[config.mk]
export PLATFORM = sky130hd
export DESIGN_NAME = control_sequencer
export DESIGN_NICKNAME = d
export VERILOG_FILES = /design/src/rtl/control_sequencer.sv
export SDC_FILE = /design/constraint.sdc
export NUM_CORES = 1
export LEC_CHECK = 0
export ABC_AREA = 1
export CORE_AREA = 2 2 39 41
export CTS_BUF_LIST = sky130_fd_sc_hd__clkbuf_2 sky130_fd_sc_hd__clkbuf_4 sky130_fd_sc_hd__clkbuf_8
export DETAILED_ROUTE_END_ITERATION = 6
export DIE_AREA = 0 0 41 43
export PLACE_DENSITY = 0.93
export SETUP_SLACK_MARGIN = 0.4
export SYNTH_ARGS = -nofsm -noshare
export SYNTH_HDL_FRONTEND = slang
export SYNTH_SLANG_ARGS = --single-unit
export TNS_END_PERCENT = 1
[constraint.sdc]
create_clock -name clk -period 3 [get_ports clk]
set_clock_uncertainty 0.2 [all_clocks]
set_input_delay 0.3 -clock clk [delete_from_list [all_inputs] [get_ports clk]]
set_output_delay 0.3 -clock clk [all_outputs]
set_load 0.01 [all_outputs]
[src/rtl/control_sequencer.sv]
// Microcode control sequencer for the 8-bit bus computer.
// Holds the T-state step counter and the halt latch. It decodes opcode, step
// and flags combinationally into the 16-bit control word.
module control_sequencer #(
  parameter int NUM_STEPS = 5
) (
  input  logic        clk,
  input  logic        rst,
  input  logic [3:0]  opcode,
  input  logic        carry_flag,
  input  logic        zero_flag,
  output logic [15:0] ctrl,
  output logic [2:0]  step,
  output logic        halted
);

  // Control word bit positions
  localparam logic [15:0] C_HLT = 16'h8000;
  localparam logic [15:0] C_MI  = 16'h4000;
  localparam logic [15:0] C_RI  = 16'h2000;
  localparam logic [15:0] C_RO  = 16'h1000;
  localparam logic [15:0] C_IO  = 16'h0800;
  localparam logic [15:0] C_II  = 16'h0400;
  localparam logic [15:0] C_AI  = 16'h0200;
  localparam logic [15:0] C_AO  = 16'h0100;
  localparam logic [15:0] C_EO  = 16'h0080;
  localparam logic [15:0] C_SU  = 16'h0040;
  localparam logic [15:0] C_BI  = 16'h0020;
  localparam logic [15:0] C_OI  = 16'h0010;
  localparam logic [15:0] C_CE  = 16'h0008;
  localparam logic [15:0] C_CO  = 16'h0004;
  localparam logic [15:0] C_J   = 16'h0002;
  localparam logic [15:0] C_FI  = 16'h0001;

  localparam logic [2:0] LAST_STEP = 3'(NUM_STEPS - 1);

  localparam logic [3:0] OP_NOP = 4'b0000;
  localparam logic [3:0] OP_LDA = 4'b0001;
  localparam logic [3:0] OP_ADD = 4'b0010;
  localparam logic [3:0] OP_SUB = 4'b0011;
  localparam logic [3:0] OP_STA = 4'b0100;
  localparam logic [3:0] OP_LDI = 4'b0101;
  localparam logic [3:0] OP_JMP = 4'b0110;
  localparam logic [3:0] OP_JC  = 4'b0111;
  localparam logic [3:0] OP_JZ  = 4'b1000;
  localparam logic [3:0] OP_OUT = 4'b1110;
  localparam logic [3:0] OP_HLT = 4'b1111;

  logic [2:0] step_q;
  logic [2:0] step_d;
  logic       halted_q;
  logic       halted_d;
  logic [15:0] micro_s;

  // Microcode ROM: fetch at T0/T1, execute at T2..T4, idle beyond T4.
  // Flags are consulted only at T2, so a flag change at any other step has no effect.
  function automatic logic [15:0] micro_word(
    input logic [2:0] t,
    input logic [3:0] op,
    input logic       c,
    input logic       z
  );
    logic [15:0] w;
    w = 16'h0000;
    case (t)
      3'd0: w = C_CO | C_MI;
      3'd1: w = C_RO | C_II | C_CE;
      3'd2: begin
        case (op)
          OP_NOP: w = 16'h0000;
          OP_LDA: w = C_IO | C_MI;
          OP_ADD: w = C_IO | C_MI;
          OP_SUB: w = C_IO | C_MI;
          OP_STA: w = C_IO | C_MI;
          OP_LDI: w = C_IO | C_AI;
          OP_JMP: w = C_IO | C_J;
          OP_JC:  w = c ? (C_IO | C_J) : 16'h0000;
          OP_JZ:  w = z ? (C_IO | C_J) : 16'h0000;
          OP_OUT: w = C_AO | C_OI;
          OP_HLT: w = C_HLT;
          default: w = 16'h0000;
        endcase
      end
      3'd3: begin
        case (op)
          OP_LDA: w = C_RO | C_AI;
          OP_ADD: w = C_RO | C_BI;
          OP_SUB: w = C_RO | C_BI;
          OP_STA: w = C_AO | C_RI;
          default: w = 16'h0000;
        endcase
      end
      3'd4: begin
        case (op)
          OP_ADD: w = C_EO | C_AI | C_FI;
          OP_SUB: w = C_EO | C_AI | C_SU | C_FI;
          default: w = 16'h0000;
        endcase
      end
      default: w = 16'h0000;
    endcase
    return w;
  endfunction

  // Next-state logic for the step counter and halt latch. Reset wins over halt entry.
  always_comb begin
    step_d   = step_q;
    halted_d = halted_q;
    if (rst) begin
      step_d   = 3'd0;
      halted_d = 1'b0;
    end else if (halted_q) begin
      step_d   = step_q;
      halted_d = 1'b1;
    end else begin
      if (step_q == LAST_STEP) begin
        step_d = 3'd0;
      end else begin
        step_d = step_q + 3'd1;
      end
      if ((step_q == 3'd2) && (opcode == OP_HLT)) begin
        halted_d = 1'b1;
      end else begin
        halted_d = 1'b0;
      end
    end
  end

  // State registers
  always_ff @(posedge clk) begin
    step_q   <= step_d;
    halted_q <= halted_d;
  end

  // The control word is combinational, so each strobe is valid before the edge that consumes it.
  always_comb begin
    micro_s = micro_word(step_q, opcode, carry_flag, zero_flag);
    if (rst) begin
      ctrl = 16'h0000;
    end else if (halted_q) begin
      ctrl = C_HLT;
    end else begin
      ctrl = micro_s;
    end
  end

  assign step   = step_q;
  assign halted = halted_q;

endmodule

Figure 1. Signal wires on met3.
Cells faint in the background.
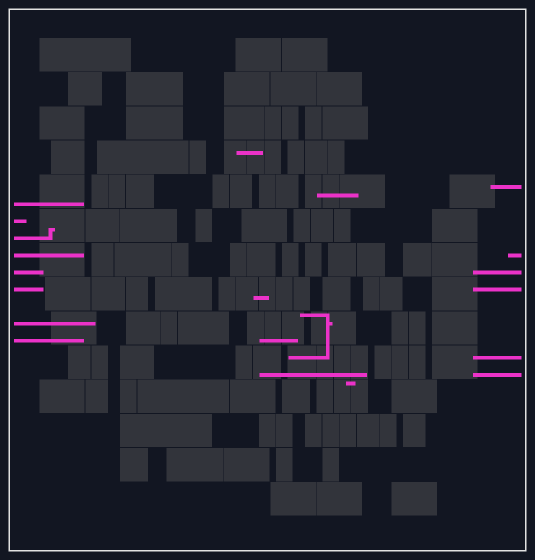
nets with wire on the layer = 19
longest straight run = 8.30 um
share of all routed wire = 5.0%

Figure 2. Clock wires, drivers and flops.
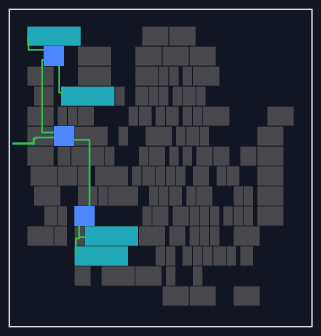
green -> clock wires  # length 51.3 um
blue -> cells driving clock nets  # count 3
cyan -> flip-flops  # count 4
routed clock nets = 4
Clock Latency Late Sink: 230 ps
power consumed by the clock network: 64.2 uW
clock network fraction of total power: 0.247

==> impl_metrics.tcl <==
# flow metrics
set metrics [dict create \
    top_cells_by_area "dfxtp_1 (15%), nor2_1 (14%), nand2_1 (12%)" \
    cts_root_buffer "clkbuf_4" \
    lay_top_cells "clkdlybuf4s50_1 (26), nor2_1 (20), nand2_1 (18), inv_1 (8), inv_2 (6)" \
    tritoncts_clock_tree "built" \
    floorplanUtilization 0.393 \
    setup.worst_path.start_class "input port" \
    postSynthRegisterBits 4 \
    post_synth_instance_area_sq_um 544 \
    drt-wirelength-per-cell_um 10.7 \
    cp_slowest_stage_delay_ps 540 \
    min_delay_path_depth 2 \
    floorplan.io_pins 28 \
    path_depth 7 \
    maxSlewHeadroom 0.808 \
    reg2regPathDepth 5 \
    detail_route.drc_violations 0 \
    cts_hold_buf 0 \
    detail_route.iter0.violations 20 \
    vdd.ir_drop.worst_mv 0.219 \
    setup.worst_path.class "input port to output pin" \
    post_layout_nonfiller_instances 138 \
    timing.critical_path.slowest_stage_cell "clkdlybuf4s50_1" \
    global_route.peak_usage_layer "met2" \
    ctsHtreeMaxLevel 1 \
    regToRegStartpoint "step[0]" \
    report.power.total_uw 259 \
    crit_path_end "ctrl[9]" \
    finalMaxSlewViolations 0 \
    layout.cells.most_common "clkdlybuf4s50_1" \
    ys_sh_xor 0 \
    track_usage 0.182 \
    synth-cells-yosys 94 \
    ys_chip_area_sq_um 544 \
    static-leakage-power_uw 0.000370 \
    worst-r2r-setup-slack_ps 1560 \
    cts_made_buffers 3 \
    yosysWarningCount 0 \
    endpoint_kind "output pin" \
    hold-path-endpoint "step[1]" \
    floorplan.rows 14 \
    port_buffers 27 \
    grt_util_met2 0.331 \
    yosys.area.top_type "dfxtp_1" \
    dpl_cell_area_sq_um 820 \
    postSynthSeqShare 0.147 \
    drt-pass1-iter-count 4 \
    count_of_vias_placed_by_the_detailed_router 713 \
    nets 137 \
    cpLargestDelayFamily "buffers and inverters" \
    grt_antenna_before_repair 0 \
    whs_ps 369 \
    fin_crit_sh 0.840 \
    status "complete, no violations" \
    grt_util_met3 0.0157 \
    area_fraction_in_and_or_nand_and_nor_cells 0.492 \
    largest_family_of_logic_cells_by_area "simple AND/OR/NAND/NOR gates" \
    routed_wl_mm 1.48 \
    max_reg_flops 3 \
    syn_to_final_growth_pct 55.2 \
    finalCoreUtilization 0.610 \
    floorplan.nets 107 \
    layout_setup_ws_ps 481 \
    maximum_fanout_along_the_worst_path 7 \
    post-place-cells 135 \
    globalRouteMet1Util 0.188 \
    dpl_worst_slack_ps 492 \
    syn-instance-count 94 \
    final.min_clock_period_ps 2520 \
    tool_warnings 30 \
    setup_viol_count_final 0 \
    worstPathArrival_ps 2020 \
    synth_top_cell_by_count "nor2_1" \
    first_global_vias 625 \
    critPathBufInv 2 \
    die_h_um 43 \
    cts_buffer_depth 2 \
    synthMuxAreaShare 0 \
    number_of_unique_standard_cell_types_used_by_synthesis 23 \
    die_width_um 41 \
    dp_hpwl_mm 1.22 \
    vias_per_cell 5.17 \
    postCtsResizedCells 0 \
    cts.repair_timing.setup_buffer_count 0 \
    synth.cellmix.compoundShare 0.122 \
    maximum_number_of_pins_on_one_net_before_global_route_repair 9 \
    flop_cell "dfxtp_1" \
    synth_largest_type_area_fraction 0.147 \
    total_power_per_unit_cell_area_nw_per_um2 307 \
    layout.cell_area.non_filler_sq_um 845 \
    netlist_top_cells_count "nor2_1 (20), nand2_1 (18), inv_1 (8)" \
    globalRouteOverflowTotal 0 \
    ys_async_sr_fraction 0 \
    hold_path.class "register to register" \
    grt_pass1_wl_mm 2.32 \
    transition_time_at_the_pin_with_the_least_slew_margin_ps 288 \
    rsz0062_at_grt "true" \
    cts_num_sinks 4 \
    fill_cells 138 \
    worstReg2RegEnd "step[1]" \
    path_cells "clkdlybuf4s50_1 -> nor2_2 -> nand4_1 -> nand2_1 -> nor2_1 -> nor2_1 -> clkdlybuf4s50_1" \
    report.final.hold_viol_count 0 \
    drt.antenna.violating_nets 0 \
    floorplan.core_area_sq_um 1380 \
    critical_path.startpoint "opcode[2]" \
    synthesized_area_per_cell_sq_um 5.79 \
    fa_ha_area_frac 0.115 \
    drive_gt1_frac 0.148 \
    enable_flop_cells 0 \
    achievable-frequency_mhz 397 \
    finalWeightedCongestion 0.814 \
    required_ps 2500 \
]
Figure 3. Sizing map.
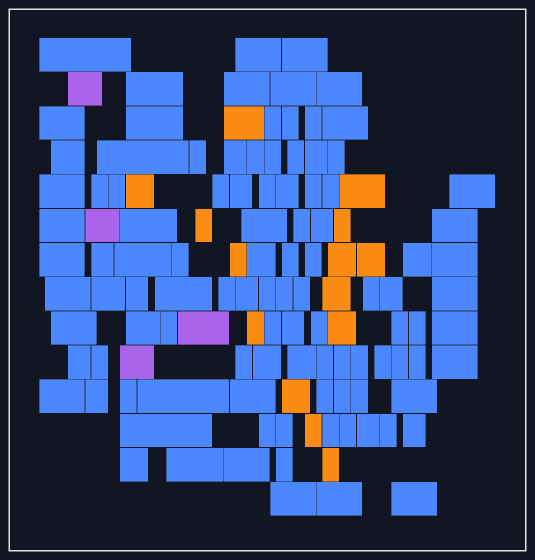
purple -> drive 3 to 4  # cells 4
orange -> drive 2  # cells 14
blue -> drive 1 or less  # cells 104

==> final cells by class <==
cell class                      instances  area (sq um)  area share
Clock buffer                            3          22.5      0.0267
Inverter                               14          52.6      0.0622
Multi-Input combinational cell         74           397       0.470
Sequential cell                         4          80.1      0.0948
Tap cell                               16          20.0      0.0237
Timing Repair Buffer                   27           273       0.323
==> routing by layer <==
metal  vias up  part of all wire
li1        361                 -
met1       322              0.40
met2        28              0.54
met3         2             0.049
met4         0            0.0095
met5         -                 0
==> worst reg2reg max path: stages, from the launching register on <==
cell and delay (ps):
dfxtp_1 370, inv_1 100, ha_1 260, nand2_1 150, a21oi_1 90, a211oi_1 170
==> power by group <==
part	leakage (uW)	internal, uW	switching (uW)
Combinational	0.000323	59.6	69.3
Clock	0.0000138	44.6	19.6
Sequential	0.0000329	59.1	7.29
Power figures rest on the tool's default switching activity, not on a simulated workload.
